### src/rtl/timer_pkg.sv
// Shared types and defaults for the kitchen-timer sequencing controller.
package timer_pkg;

  localparam int STATE_W = 2;

  typedef enum logic [STATE_W-1:0] {
    ST_IDLE  = 2'd0,
    ST_RUN   = 2'd1,
    ST_PAUSE = 2'd2,
    ST_ALARM = 2'd3
  } state_t;

  localparam int TICK_DIV_DEF   = 1000;
  localparam int DEBOUNCE_DEF   = 20;
  localparam int ALARM_SECS_DEF = 10;
  localparam int BLINK_DIV_DEF  = 500;

  // Counter width for a modulus n, never narrower than one bit.
  function automatic int cnt_w(input int n);
    return (n > 1) ? $clog2(n) : 1;
  endfunction

  localparam int TICK_W_DEF  = cnt_w(TICK_DIV_DEF);
  localparam int DEB_W_DEF   = cnt_w(DEBOUNCE_DEF);
  localparam int ALARM_W_DEF = cnt_w(ALARM_SECS_DEF * TICK_DIV_DEF);
  localparam int BLINK_W_DEF = cnt_w(BLINK_DIV_DEF);

endpackage

### src/rtl/timer_ctrl_btn_debounce.sv
// Push-button conditioner: 2-FF synchroniser, debounce counter and a
// registered one-cycle pulse on each accepted press.
module btn_debounce
  import timer_pkg::*;
#(
  parameter int DEBOUNCE = DEBOUNCE_DEF
) (
  input  logic clk_i,
  input  logic rst_n_i,
  input  logic btn_i,
  output logic pulse_o
);

  localparam int CW = cnt_w(DEBOUNCE);

  logic          sync1_q;
  logic          sync2_q;
  logic          level_q;
  logic          pulse_q;
  logic [CW-1:0] cnt_q;
  logic          differ_s;
  logic          accept_s;

  assign differ_s = (sync2_q != level_q);
  assign accept_s = differ_s && (cnt_q == CW'(DEBOUNCE - 1));

  // Synchronise, count consecutive differing samples, flip level on the last one.
  always_ff @(posedge clk_i or negedge rst_n_i) begin
    if (!rst_n_i) begin
      sync1_q <= 1'b0;
      sync2_q <= 1'b0;
      level_q <= 1'b0;
      pulse_q <= 1'b0;
      cnt_q   <= '0;
    end else begin
      sync1_q <= btn_i;
      sync2_q <= sync1_q;
      pulse_q <= accept_s && !level_q;
      if (accept_s) begin
        level_q <= ~level_q;
        cnt_q   <= '0;
      end else if (differ_s) begin
        cnt_q   <= cnt_q + CW'(1);
      end else begin
        cnt_q   <= '0;
      end
    end
  end

  assign pulse_o = pulse_q;

endmodule

### src/rtl/timer_ctrl.sv
// Sequencing controller for the MM:SS down-counter: button conditioning,
// 1 Hz tick generation, load/count strobes and the timed alarm.
module timer_ctrl
  import timer_pkg::*;
#(
  parameter int TICK_DIV   = TICK_DIV_DEF,
  parameter int DEBOUNCE   = DEBOUNCE_DEF,
  parameter int ALARM_SECS = ALARM_SECS_DEF,
  parameter int BLINK_DIV  = BLINK_DIV_DEF
) (
  input  logic               c1khz,
  input  logic               rst,
  input  logic               btn_start,
  input  logic               btn_stop,
  input  logic               btn_load,
  input  logic               zero,
  output logic               load,
  output logic               count,
  output logic               running,
  output logic               alarm,
  output logic               alarm_blink,
  output logic [STATE_W-1:0] state
);

  localparam int PW = cnt_w(TICK_DIV);
  localparam int AW = cnt_w(ALARM_SECS * TICK_DIV);
  localparam int BW = cnt_w(BLINK_DIV);

  state_t        state_q;
  logic [PW-1:0] presc_q;
  logic [AW-1:0] alarm_cnt_q;
  logic [BW-1:0] blink_cnt_q;
  logic          zero_sync_q;
  logic          zero_s_q;
  logic          load_q;
  logic          count_q;
  logic          running_q;
  logic          alarm_q;
  logic          blink_q;

  logic          p_start_s;
  logic          p_stop_s;
  logic          p_load_s;
  logic          tick_s;
  logic          any_press_s;

  btn_debounce #(.DEBOUNCE(DEBOUNCE)) u_deb_start (
    .clk_i(c1khz), .rst_n_i(rst), .btn_i(btn_start), .pulse_o(p_start_s)
  );
  btn_debounce #(.DEBOUNCE(DEBOUNCE)) u_deb_stop (
    .clk_i(c1khz), .rst_n_i(rst), .btn_i(btn_stop), .pulse_o(p_stop_s)
  );
  btn_debounce #(.DEBOUNCE(DEBOUNCE)) u_deb_load (
    .clk_i(c1khz), .rst_n_i(rst), .btn_i(btn_load), .pulse_o(p_load_s)
  );

  assign tick_s      = (state_q == ST_RUN) && (presc_q == PW'(TICK_DIV - 1));
  assign any_press_s = p_start_s || p_stop_s || p_load_s;

  // Zero flag arrives from the counter's domain-free logic; synchronise it.
  always_ff @(posedge c1khz or negedge rst) begin
    if (!rst) begin
      zero_sync_q <= 1'b0;
      zero_s_q    <= 1'b0;
    end else begin
      zero_sync_q <= zero;
      zero_s_q    <= zero_sync_q;
    end
  end

  // Controller FSM with prescaler, alarm timing and registered outputs.
  always_ff @(posedge c1khz or negedge rst) begin
    if (!rst) begin
      state_q     <= ST_IDLE;
      presc_q     <= '0;
      alarm_cnt_q <= '0;
      blink_cnt_q <= '0;
      load_q      <= 1'b0;
      count_q     <= 1'b0;
      running_q   <= 1'b0;
      alarm_q     <= 1'b0;
      blink_q     <= 1'b0;
    end else begin
      load_q  <= 1'b0;
      count_q <= 1'b0;
      case (state_q)
        ST_IDLE: begin
          if (p_load_s) begin
            load_q <= 1'b1;
          end else if (p_start_s && !p_stop_s && !zero_s_q) begin
            state_q   <= ST_RUN;
            running_q <= 1'b1;
            presc_q   <= '0;
          end
        end
        ST_RUN: begin
          presc_q <= tick_s ? '0 : presc_q + PW'(1);
          // Reaching zero wins over everything, including a due decrement.
          if (zero_s_q) begin
            state_q     <= ST_ALARM;
            running_q   <= 1'b0;
            alarm_q     <= 1'b1;
            blink_q     <= 1'b1;
            alarm_cnt_q <= '0;
            blink_cnt_q <= '0;
          end else begin
            count_q <= tick_s;
            if (p_stop_s) begin
              state_q   <= ST_PAUSE;
              running_q <= 1'b0;
            end
          end
        end
        ST_PAUSE: begin
          if (p_load_s) begin
            load_q  <= 1'b1;
            state_q <= ST_IDLE;
          end else if (p_start_s && !p_stop_s) begin
            state_q   <= ST_RUN;
            running_q <= 1'b1;
            presc_q   <= '0;
          end
        end
        ST_ALARM: begin
          if (any_press_s || (alarm_cnt_q == AW'(ALARM_SECS * TICK_DIV - 1))) begin
            load_q  <= p_load_s;
            state_q <= ST_IDLE;
            alarm_q <= 1'b0;
            blink_q <= 1'b0;
          end else begin
            alarm_cnt_q <= alarm_cnt_q + AW'(1);
            if (blink_cnt_q == BW'(BLINK_DIV - 1)) begin
              blink_cnt_q <= '0;
              blink_q     <= ~blink_q;
            end else begin
              blink_cnt_q <= blink_cnt_q + BW'(1);
            end
          end
        end
        default: begin
          state_q   <= ST_IDLE;
          running_q <= 1'b0;
          alarm_q   <= 1'b0;
          blink_q   <= 1'b0;
        end
      endcase
    end
  end

  assign load        = load_q;
  assign count       = count_q;
  assign running     = running_q;
  assign alarm       = alarm_q;
  assign alarm_blink = blink_q;
  assign state       = state_q;

endmodule

### config.mk
export PLATFORM = sky130hd
export DESIGN_NAME = timer_ctrl
export DESIGN_NICKNAME = d
export VERILOG_FILES = /design/src/rtl/timer_pkg.sv /design/src/rtl/timer_ctrl_btn_debounce.sv /design/src/rtl/timer_ctrl.sv
export SDC_FILE = /design/constraint.sdc
export NUM_CORES = 1
export LEC_CHECK = 0
export CAP_MARGIN = 20
export CELL_PAD_IN_SITES_DETAIL_PLACEMENT = 0
export CELL_PAD_IN_SITES_GLOBAL_PLACEMENT = 1
export CORE_MARGIN = 3
export CORE_UTILIZATION = 40
export DETAILED_ROUTE_END_ITERATION = 16
export PLACE_DENSITY_LB_ADDON = 0.08
export SYNTH_ARGS = -nofsm -noshare
export SYNTH_HDL_FRONTEND = slang
export SYNTH_SLANG_ARGS = --single-unit
### constraint.sdc
create_clock -name c1khz -period 2.9 [get_ports c1khz]
set_input_delay 0.29 -clock c1khz [delete_from_list [all_inputs] [get_ports c1khz]]
set_output_delay 0.29 -clock c1khz [all_outputs]
set_load 0.01 [all_outputs]
Fig. 1: run 1, sequential cells colored by netlist name
Other sequential cells in the stronger gray, the rest of the logic in the fainter gray.
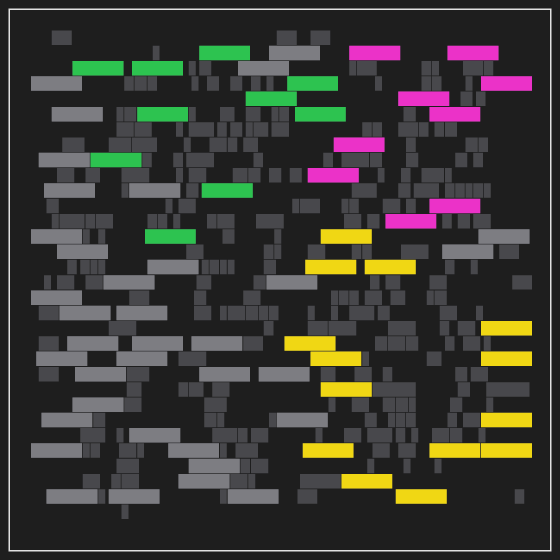
| color | signal | sequential cells |
|---|---|---|
| green | `presc_q` | 10 |
| yellow | `alarm_cnt_q` | 14 |
| magenta | `blink_cnt_q` | 9 |
not colored: 36
Seq/total area: 47.59%
Flop+latch power: 1160 uW
fin util: 46.47%
Flop area: 0.001727 sq mm

Fig. 2: run 1, signal wires on met1
Supply wires on this layer in gray.
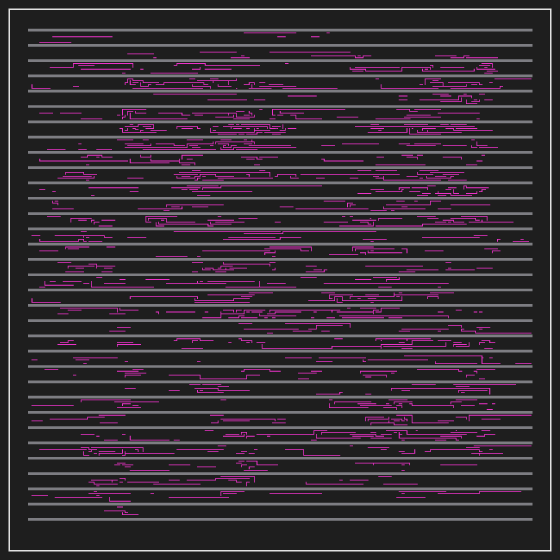
nets with wire on the layer: 312
wire length on this layer: 2980 microns
share of all routed wire: 49%
overall routed net length: 6137 microns
vias: 2305
met1 Use GR: 20.66%

Fig. 3: run 1, supply network
Pins as bars on the die edge.
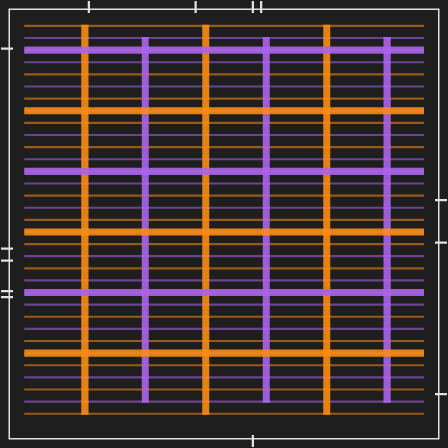
| color | net |
|---|---|
| purple | VDD |
| orange | VSS |
met1 rails: 33
met4 straps: 6

==> impl_metrics.yaml, run 1 <==
# implementation run metrics
global_route:
  first_global_vias: 2306
  grt_pass1_wl_microns: 11110
  grt_max_degree: 42
  grt_antenna_before_repair: 0
  grt_usage_pct: 15.41
clock_network:
  clock_latency_ns: 0.34
  cts.sinks: 69
  clk_pin_slew_ns: 0.08
  cts_setup_buffers: 0
  post_cts_resized: 0
  clockRootBuffer: "clkbuf_8"
  ctsLongestPathBuffers: 2
final_timing:
  drv_slew: 0
  rsz0062_at_grt: "false"
  setup_tns_ns: 0
  setup_viol: 0
  fmax_ghz: 0.4706
  min_period_ns: 2.125
  setup_slack_ns: 0.7752
  skew_ns: 0.006051
  worst_slew_pin_slew_ns: 0.8556
  holdWs_ns: -0.01081
  hold_viol: 17
  finalClockPeriodUsage_pct: 73.27
layout:
  antenna_cells: 0
  design_area_sq_mm: 0.003628
  drive_gt1_share_pct: 10.03
  area_growth_pct: 11.88
  comb_area_sq_mm: 0.001449
  final_cells: 431
  mostFrequentLayoutCells: "dfrtp_1 (69), nor2_1 (35), nand3_1 (25), nand2_1 (24), xor2_1 (17)"
  fill_cells: 785
  mostFrequentLayoutCell: "dfrtp_1"
setup_path:
  cp_max_fo: 11
  r2r_end: "presc_q[7]"
  crit_end: "presc_q[7]"
  r2r-start: "presc_q[0]"
  rr_worst_depth: 6
  rrSetupSlack_ns: 0.78
  worst_setup_path_start_kind: "flip-flop"
  cp.arrival_ns: 2.38
  timing.critical_path.from: "presc_q[0]"
  endpoint_kind: "flip-flop"
run_status:
  status: "complete, but fails checks"
  failed_checks: "hold timing"
logic_synthesis:
  synth_nets: 321
  synth_area_per_cell_sq_um: 10.50
  synthTopCellsByArea: "dfrtp_1 (53%), xor2_1 (4.6%), nor2_1 (4.1%), nand3_1 (3.9%), nand2_1 (2.8%)"
  synth_top_flop_cell: "dfrtp_1"
  netlist_instances: 309
  yosys_warnings: 0
  ys_area_sq_mm: 0.003243
  ys_seq_share_pct: 53.24
  ys.flops: 69
  ys_cells: 309
  synth.distinct_cells: 54
  top_area_share_pct: 53.24
  synth-edff-count: 0
  synthesis.area_sq_mm: 0.003243
  async_flop_share_pct: 100.0
die:
  io_pins: 13
  core_area_sq_mm: 0.007807
  die-width_microns: 96.05
  rows: 32
flow_run:
  warning_count: 26
  cap_viol_max_count: 0
placement:
  dp_hpwl_microns: 4172
  io_buffer_count: 12
  dpl_cell_area_sq_mm: 0.003461
  gp_congestion: 0.7245
  dp_slack_ns: 0.8181
drt:
  wl_per_cell_microns: 14.24
  ant_nets: 0
  drt_pass1_iterations: 4
  drc: 0
pwr:
  pwr_density_cell_mw_per_mm2: 648.1
  static-leakage-power_uw: 0.001624
worst_hold_path:
  hp-class: "in -> async"
-- run 1: critical path: stages, from the launching register on --
cell	delay [ns]
dfrtp_1	0.42
ha_1	0.27
nand2_1	0.12
nor4_2	0.07
a41oi_1	0.71
or2b_1	0.28
a31oi_1	0.18
-- run 1: metrics by stage --
stage,hold slack (ns),power (uW)
2_1_floorplan,-0.005591,1538
3_3_place_gp,0.3336,1701
3_5_place_dp,0.3363,1703
4_1_cts,0.005346,2396
5_1_grt,0.03312,2523
6_report,-0.01081,2352
-- run 1: power breakdown --
| group | total, uW | internal [uW] | switching [uW] |
|---|---|---|---|
| Clock | 678 | 309 | 370 |
| Sequential | 1160 | 1050 | 111 |
| Combinational | 516 | 202 | 314 |
| Total | 2350 | 1560 | 795 |
-- run 1: synth_stat cells, types with 6 or more instances --
master and instances:
dfrtp_1 69, nor2_1 35, nand3_1 25, nand2_1 24, xor2_1 17, o21ai_0 16, and3_1 13, a21oi_1 11
a31oi_1 7, buf_2 6, ha_1 6
-- run 1: worst min path at each step --
stage,from,end,cells past startpoint
6_report,rst,alarm_cnt_q[10],1
5_1_grt,rst,presc_q[5],1
4_1_cts,rst,presc_q[5],1
3_5_place_dp,zero_sync_q,zero_s_q,0
3_3_place_gp,u_deb_start.sync1_q,u_deb_start.sync2_q,0
2_1_floorplan,rst,alarm,0
-- run 1: state kept, by name (all words and copies together), names as in the netlist, 2 cells and up --
| name | flops |
|---|---|
| alarm_cnt_q | 14 |
| blink_cnt_q | 9 |
| presc_q | 10 |
| state | 2 |
| u_deb_load.cnt_q | 5 |
| u_deb_start.cnt_q | 5 |
| u_deb_stop.cnt_q | 5 |
-- run 1: layer usage --
layer / up-vias / track usage (%) / share of wire (%)
met4: 0 / 5.332 / 1.1
li1: 1137 / - / -
met1: 1127 / 20.66 / 49
met2: 32 / 23.98 / 47
met3: 9 / 4.222 / 3.6
met5: - / 0 / 0
-- run 1: cell type report --
type	instances	area share [%]
Clock buffer	10	3.517
Multi-Input combinational cell	226	39.93
Inverter	4	0.4138
Timing Repair Buffer	14	3.931
Tap cell	102	3.517
Sequential cell	69	47.59
Clock inverter	6	1.103
-- run 1: cells by family (layout without fill, tap and decap cells) --
logic type,count (synthesis),in the layout,synth area share (%)
simple gates,137,137,23.65
flops,69,69,53.24
mux,6,6,2.006
buf+inv,14,34,2.083
xor+xnor,22,22,5.941
compound gates,55,55,10.76
fa+ha+maj,6,6,2.315
==> inputs of run 2 (changes only) <==
==> constraint.sdc (replaced) <==
create_clock -name c1khz -period 2 [get_ports c1khz]
set_input_delay 0.2 -clock c1khz [delete_from_list [all_inputs] [get_ports c1khz]]
set_output_delay 0.2 -clock c1khz [all_outputs]
set_load 0.01 [all_outputs]
Fig. 4: run 2, clock wiring as the flow saved it
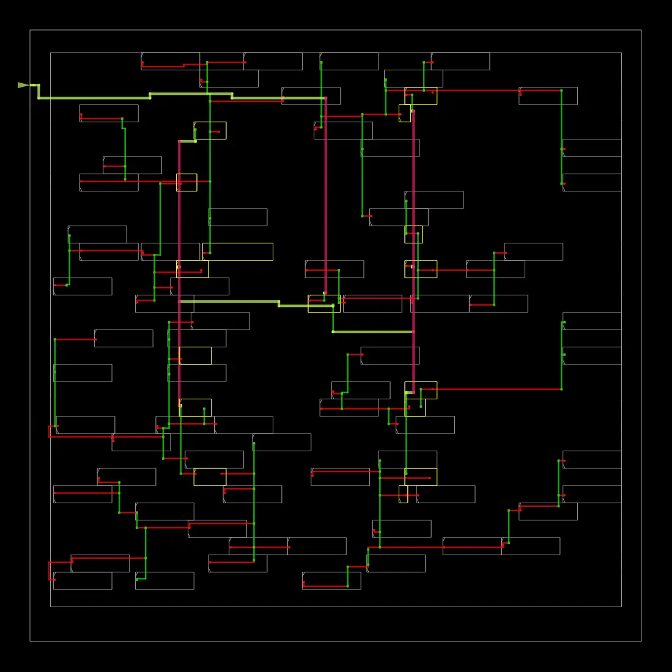
Clock Skews: 0.01071 ns
TritonCTS Buffers: 9
Clock Power: 1150 uW
layout clock buffer count: 11
clock sink count: 69

Fig. 5: run 2, signal wires on met1
Supply wires on this layer in gray.
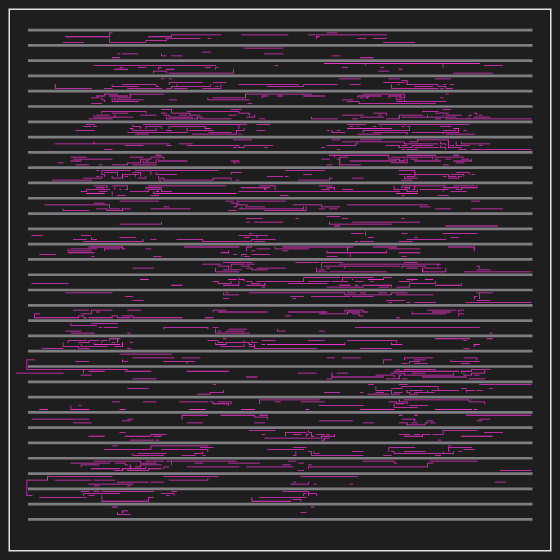
nets with wire on the layer: 319
share of all routed wire: 49%

==> run 2 against run 1 <==
- the flow now finishes without violations
- critical path depth unchanged
- routed wire length increased by 0.23%
- hold slack improved by 0.30 ns
- register-to-register slack got worse by 0.54 ns
- clock power increased by about 70%
- sequential share of layout area decreased by 1.1 points
- first-iteration DRC count decreased by 22%
- cell count increased by 1.6%
- core utilization increased by 1.1 points
- combinational power increased by 61%
- global-route usage decreased by 0.70 points
- sequential power increased by 44%
- largest cell class unchanged
==> impl_metrics.yaml, run 2 <==
# implementation run metrics
clock_network:
  clock_latency_ns: 0.34
  clk_pin_slew_ns: 0.08
  post_cts_resized: 0
  clockRootBuffer: "clkbuf_8"
  ctsLongestPathBuffers: 2
  cts_setup_buffers: 0
layout:
  area_growth_pct: 14.62
  antenna_cells: 0
  largest_register: "alarm_cnt_q"
  top_regs: "alarm_cnt_q x14, presc_q x10, blink_cnt_q x9"
  fill_cells: 745
setup_path:
  critPathMaxStageDelay_ns: 0.47
  path_delay_family: "simple AND/OR/NAND/NOR gates"
  endpoint_kind: "flip-flop"
  cp_max_fo: 9
  cp.required_ns: 2.27
  crit_chain: "ha_1 > and3_1 > nand4_4 > nand2_2 > or4b_1 > a21oi_1"
  cp.arrival_ns: 2.03
  critPathSlowestCell: "or4b_1"
placement:
  dp_hpwl_microns: 4147
  dp_slack_ns: 0.2440
  io_buffer_count: 12
  gp_congestion: 0.7728
flow_run:
  warning_count: 26
  cap_viol_max_count: 0
pwr:
  static-leakage-power_uw: 0.001671
  pwr_density_cell_mw_per_mm2: 981.2
global_route:
  first_global_vias: 2226
  use_met1_pct: 19.83
  grtUsageMet2_pct: 22.25
  grt_max_degree: 70
  grt_usage_pct: 14.71
  top_usage_layer: "met2"
  met3_usage_pct: 2.893
final_timing:
  drv_slew: 0
  rsz0062_at_grt: "false"
  setup_tns_ns: 0
  fmax_ghz: 0.5660
  setup_slack_ns: 0.2332
  setup_viol: 0
  holdWs_ns: 0.2900
drt:
  drc: 0
  ant_nets: 0
  wl_per_cell_microns: 14.04
  drt_pass1_iterations: 4
logic_synthesis:
  netlist_instances: 309
  ys.flops: 69
  synth_top_flop_cell: "dfrtp_1"
  synth_area_per_cell_sq_um: 10.50
  synth-edff-count: 0
  yosysMostFrequentCell: "dfrtp_1"
  synthesis.area_sq_mm: 0.003243
  ys_cells: 309
  synthTopCellsByArea: "dfrtp_1 (53%), xor2_1 (4.6%), nor2_1 (4.1%), nand3_1 (3.9%), nand2_1 (2.8%)"
  synth_nets: 321
  ys_seq_share_pct: 53.24
  yosys_warnings: 0
  async_flop_share_pct: 100.0
  ys_area_sq_mm: 0.003243
  ys_top_cells_by_count: "dfrtp_1 (69), nor2_1 (35), nand3_1 (25)"
die:
  io_pins: 13
  rows: 32
  core_area_sq_mm: 0.007807
  die-width_microns: 96.05
run_status:
  status: "finished, final reports clean"
Fig. 6: run 2, gate families picked out
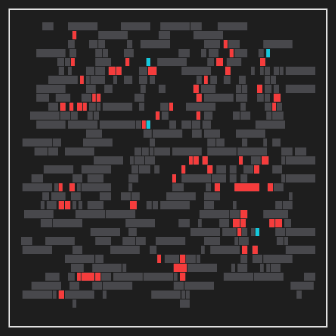
| color | family | cells | most used |
|---|---|---|---|
| red | nand cells | 61 | nand3_1 |
| cyan | inv cells | 4 | inv_1 |
Comb/total area: 38.98%
Non-Filler Instances: 438
most numerous logic cell after layout: dfrtp_1

## run 2: cell counts after synthesis
Identical to the previous run, type by type.
## run 2: metal layers
layer	wire (microns)	vias to the layer above
met2	2789	33
met4	116	0
met3	210	10
met5	0	-
li1	-	1156
met1	3035	1118
## run 2: power breakdown
group	internal [uW]	total, uW	switching, uW
Clock	613	1150	539
Sequential	1520	1670	150
Combinational	353	829	476
Total	2480	3650	1160
## run 2: path summary, 6_finish.rpt
kind	start	end	depth (start not counted)	slack [ns]
min	btn_start	u_deb_start.sync1_q	1	0.29
min reg2reg	zero_sync_q	zero_s_q	0	0.34
max in group asynchronous	rst	presc_q[3]	3	1.29
min in group asynchronous	rst	alarm_cnt_q[8]	3	0.40
max	alarm_cnt_q[0]	blink_cnt_q[7]	6	0.23
max reg2reg	alarm_cnt_q[0]	blink_cnt_q[7]	6	0.23
## run 2: cell families (layout without fill, tap and decap cells)
family / count (synthesis) / after routing / share of synthesized area (%)
muxes: 6 / 6 / 2.006
adders and majority gates: 6 / 6 / 2.315
AOI/OAI and AO/OA: 55 / 55 / 10.76
and+or+nand+nor: 137 / 137 / 23.65
DFF: 69 / 69 / 53.24
xor gates and xnor gates: 22 / 22 / 5.941
buffers and inverters: 14 / 41 / 2.083
## run 2: metrics by stage
| stage | total power [uW] | std cells | util (%) | cell area, sq um |
|---|---|---|---|---|
| 2_1_floorplan | 2230 | 309 | - | 3243 |
| 3_3_place_gp | 2531 | 421 | 44.90 | 3506 |
| 3_5_place_dp | 2537 | 421 | 44.90 | 3506 |
| 4_1_cts | 3710 | 438 | 47.61 | 3717 |
| 5_1_grt | 3875 | 438 | 47.61 | 3717 |
| 6_report | 3648 | 438 | 47.61 | 3717 |
## run 2: final cells by class
| cell class | count | area, sq um | area share (%) |
|---|---|---|---|
| tap | 102 | 127.6 | 3.433 |
| multi-input combinational | 226 | 1449 | 38.98 |
| clock buffer | 11 | 141.4 | 3.803 |
| clock inverter | 5 | 60.06 | 1.616 |
| inverter | 4 | 15.01 | 0.4039 |
| timing repair buffer | 21 | 197.7 | 5.318 |
| sequential | 69 | 1727 | 46.45 |
==> inputs of run 3 (changes only) <==
--- a/config.mk
+++ b/config.mk
@@ -10,6 +10,7 @@
 export CELL_PAD_IN_SITES_GLOBAL_PLACEMENT = 1
 export CORE_MARGIN = 3
 export CORE_UTILIZATION = 40
+export CTS_CLUSTER_DIAMETER = 60
 export DETAILED_ROUTE_END_ITERATION = 16
 export PLACE_DENSITY_LB_ADDON = 0.08
 export SYNTH_ARGS = -nofsm -noshare
Fig. 7: run 3, gate families picked out
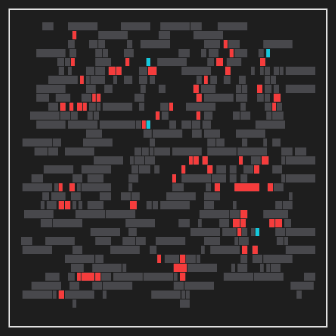
| color | family | cells | most used |
|---|---|---|---|
| red | nand cells | 61 | nand3_1 |
| cyan | inv cells | 4 | inv_1 |

Fig. 8: run 3, signal wires on met1
Supply wires on this layer in gray.
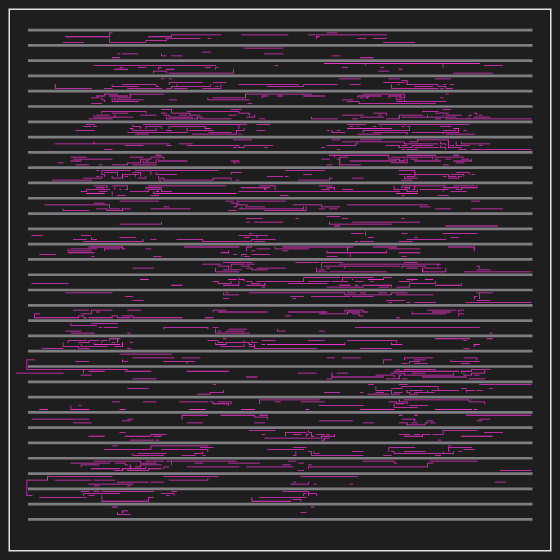
share of all routed wire: 49%
main direction: horizontal
longest straight run: 28.5 microns
nets with wire on the layer: 319
wire length on this layer: 3040 microns
vias: 2317
overall routed net length: 6151 microns
met1 Use GR: 19.83%

==> run 3 against run 2 <==
- hold slack stayed put
- largest cell class unchanged
- first-iteration DRC count stayed put
- register-to-register slack hardly changed
- critical path type unchanged
- sequential share of layout area stayed put
==> impl_metrics.yaml, run 3 <==
# implementation run metrics
setup_path:
  critPathSlowestCell: "or4b_1"
  critPathMaxStageDelay_ns: 0.47
  cp_max_fo: 9
  endpoint_kind: "flip-flop"
  cp.required_ns: 2.27
  worst_setup_path_start_kind: "flip-flop"
  crit_chain: "ha_1 > and3_1 > nand4_4 > nand2_2 > or4b_1 > a21oi_1"
  cp.arrival_ns: 2.03
logic_synthesis:
  netlist_instances: 309
  async_flop_share_pct: 100.0
  synth_nets: 321
  synthTopCellsByArea: "dfrtp_1 (53%), xor2_1 (4.6%), nor2_1 (4.1%), nand3_1 (3.9%), nand2_1 (2.8%)"
  synthesis.area_sq_mm: 0.003243
  ys_cells: 309
  top_area_share_pct: 53.24
  synth.distinct_cells: 54
  yosys_warnings: 0
  ys_top_cells_by_count: "dfrtp_1 (69), nor2_1 (35), nand3_1 (25)"
  synth_top_flop_cell: "dfrtp_1"
  ys.flops: 69
  ys_area_sq_mm: 0.003243
  synth-edff-count: 0
  synth_area_per_cell_sq_um: 10.50
  ys_seq_share_pct: 53.24
  yosysMostFrequentCell: "dfrtp_1"
final_timing:
  finalClockPeriodUsage_pct: 88.34
  min_period_ns: 1.767
  fmax_ghz: 0.5660
  worst_slew_pin_slew_ns: 0.5111
  skew_ns: 0.01071
  drv_slew: 0
  setup_tns_ns: 0
  rsz0062_at_grt: "false"
  setup_viol: 0
  hold_viol: 0
global_route:
  gr-total-overflow: 0
  grt_max_degree: 70
  grt_usage_pct: 14.71
  grtUsageMet2_pct: 22.25
  met3_usage_pct: 2.893
  first_global_vias: 2226
  grt_antenna_before_repair: 0
  grt_pass1_wl_microns: 10460
  top_usage_layer: "met2"
run_status:
  status: "finished, final reports clean"
layout:
  mostFrequentLayoutCells: "dfrtp_1 (69), nor2_1 (35), nand3_1 (25), nand2_1 (24), xor2_1 (17)"
  area_growth_pct: 14.62
  design_area_sq_mm: 0.003717
  fin_util_pct: 47.61
  top_regs: "alarm_cnt_q x14, presc_q x10, blink_cnt_q x9"
  largest_register: "alarm_cnt_q"
  largest_reg_flops: 14
  mostFrequentLayoutCell: "dfrtp_1"
  drive_gt1_share_pct: 11.61
  antenna_cells: 0
  final_cells: 438
clock_network:
  clk_pin_slew_ns: 0.08
  clockRootBuffer: "clkbuf_8"
  cts_setup_buffers: 0
  cts.sinks: 69
  cts_made_buffers: 9
  htree_levels: 3
  ctsLongestPathBuffers: 2
  clock_latency_ns: 0.34
die:
  rows: 32
  core_area_sq_mm: 0.007807
  io_pins: 13
  die-width_microns: 96.05
  die_h_microns: 96.05
drt:
  ant_nets: 0
  drc: 0
  wl_per_cell_microns: 14.04
  drt_pass1_iterations: 4
placement:
  gp_congestion: 0.7728
  dp.cells: 421
  dpl_cell_area_sq_mm: 0.003506
  dp_hpwl_microns: 4147
  io_buffer_count: 12
pwr:
  static-leakage-power_uw: 0.001671
  pwr_density_cell_mw_per_mm2: 981.2
worst_hold_path:
  hp-class: "in -> reg"
flow_run:
  cap_viol_max_count: 0
  warning_count: 26
Fig. 9: run 3, supply network
Pins as bars on the die edge.
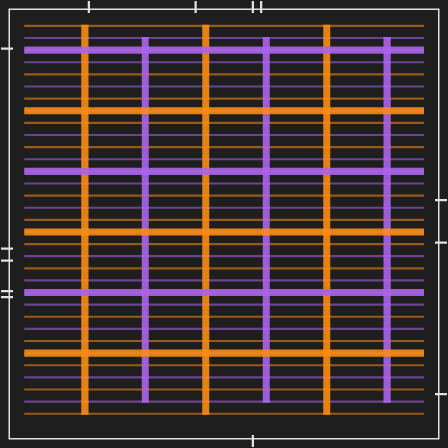
| color | net |
|---|---|
| purple | VDD |
| orange | VSS |
met4 straps: 6
met1 rails: 33

## run 3: cell counts after synthesis
Identical to the previous run, type by type.
## run 3: path summary, 6_finish.rpt
path / cells past startpoint / to / startpoint / slack [ns]
setup / recovery: 6 / blink_cnt_q[7] / alarm_cnt_q[0] / 0.23
hold / removal: 1 / u_deb_start.sync1_q / btn_start / 0.29
setup reg to reg: 6 / blink_cnt_q[7] / alarm_cnt_q[0] / 0.23
hold reg to reg: 0 / zero_s_q / zero_sync_q / 0.34
max in group asynchronous: 3 / presc_q[3] / rst / 1.29
min in group asynchronous: 3 / alarm_cnt_q[8] / rst / 0.40
## run 3: report_power, final
part | switching [uW] | internal (uW) | leakage, uW | total [uW]
Clock | 539 | 613 | 0.0000995 | 1150
Sequential | 150 | 1520 | 0.000917 | 1670
Combinational | 476 | 353 | 0.000655 | 829
## run 3: worst max-delay path: cells and delay by family (launching register included)
kind | cells | cell delay (ns)
AND/OR/NAND/NOR | 4 | 0.91
flip-flops | 1 | 0.41
adder cells (fa/ha/maj) | 1 | 0.23
AND-OR/OR-AND | 1 | 0.15
## run 3: routing by layer
layer	wire (microns)	part of all wire [%]
met2	2789	45
met3	210	3.4
met5	0	0
met1	3035	49
met4	116	1.9
## run 3: cell type report
| type | instances | area (sq um) |
|---|---|---|
| Tap cell | 102 | 127.6 |
| Clock inverter | 5 | 60.06 |
| Fill cell | 745 | 4090 |
| Multi-Input combinational cell | 226 | 1449 |
| Clock buffer | 11 | 141.4 |
| Inverter | 4 | 15.01 |
| Timing Repair Buffer | 21 | 197.7 |
| Sequential cell | 69 | 1727 |
## run 3: logic make-up after synthesis
family	Yosys count	share of synthesized area, %
mux	6	2.006
buf+inv	14	2.083
fa+ha+maj	6	2.315
flops	69	53.24
simple gates	137	23.65
xor+xnor	22	5.941
compound gates	55	10.76
## run 3: what timing repair did
action,CTS,global route
hold buffers,1,0
resized,0,0
hold endpoints to repair,69,0
## run 3: metrics by stage
| step | setup slack [ns] | power [uW] | hold WS, ns |
|---|---|---|---|
| after floorplan | 0.3080 | 2230 | -0.09559 |
| after global placement | 0.2886 | 2531 | 0.2548 |
| after detailed placement | 0.2440 | 2537 | 0.2588 |
| after CTS | 0.2266 | 3710 | 0.2703 |
| after global routing | 0.06202 | 3875 | 0.2828 |
| final | 0.2332 | 3648 | 0.2900 |
Power and IR drop assume default switching activity.
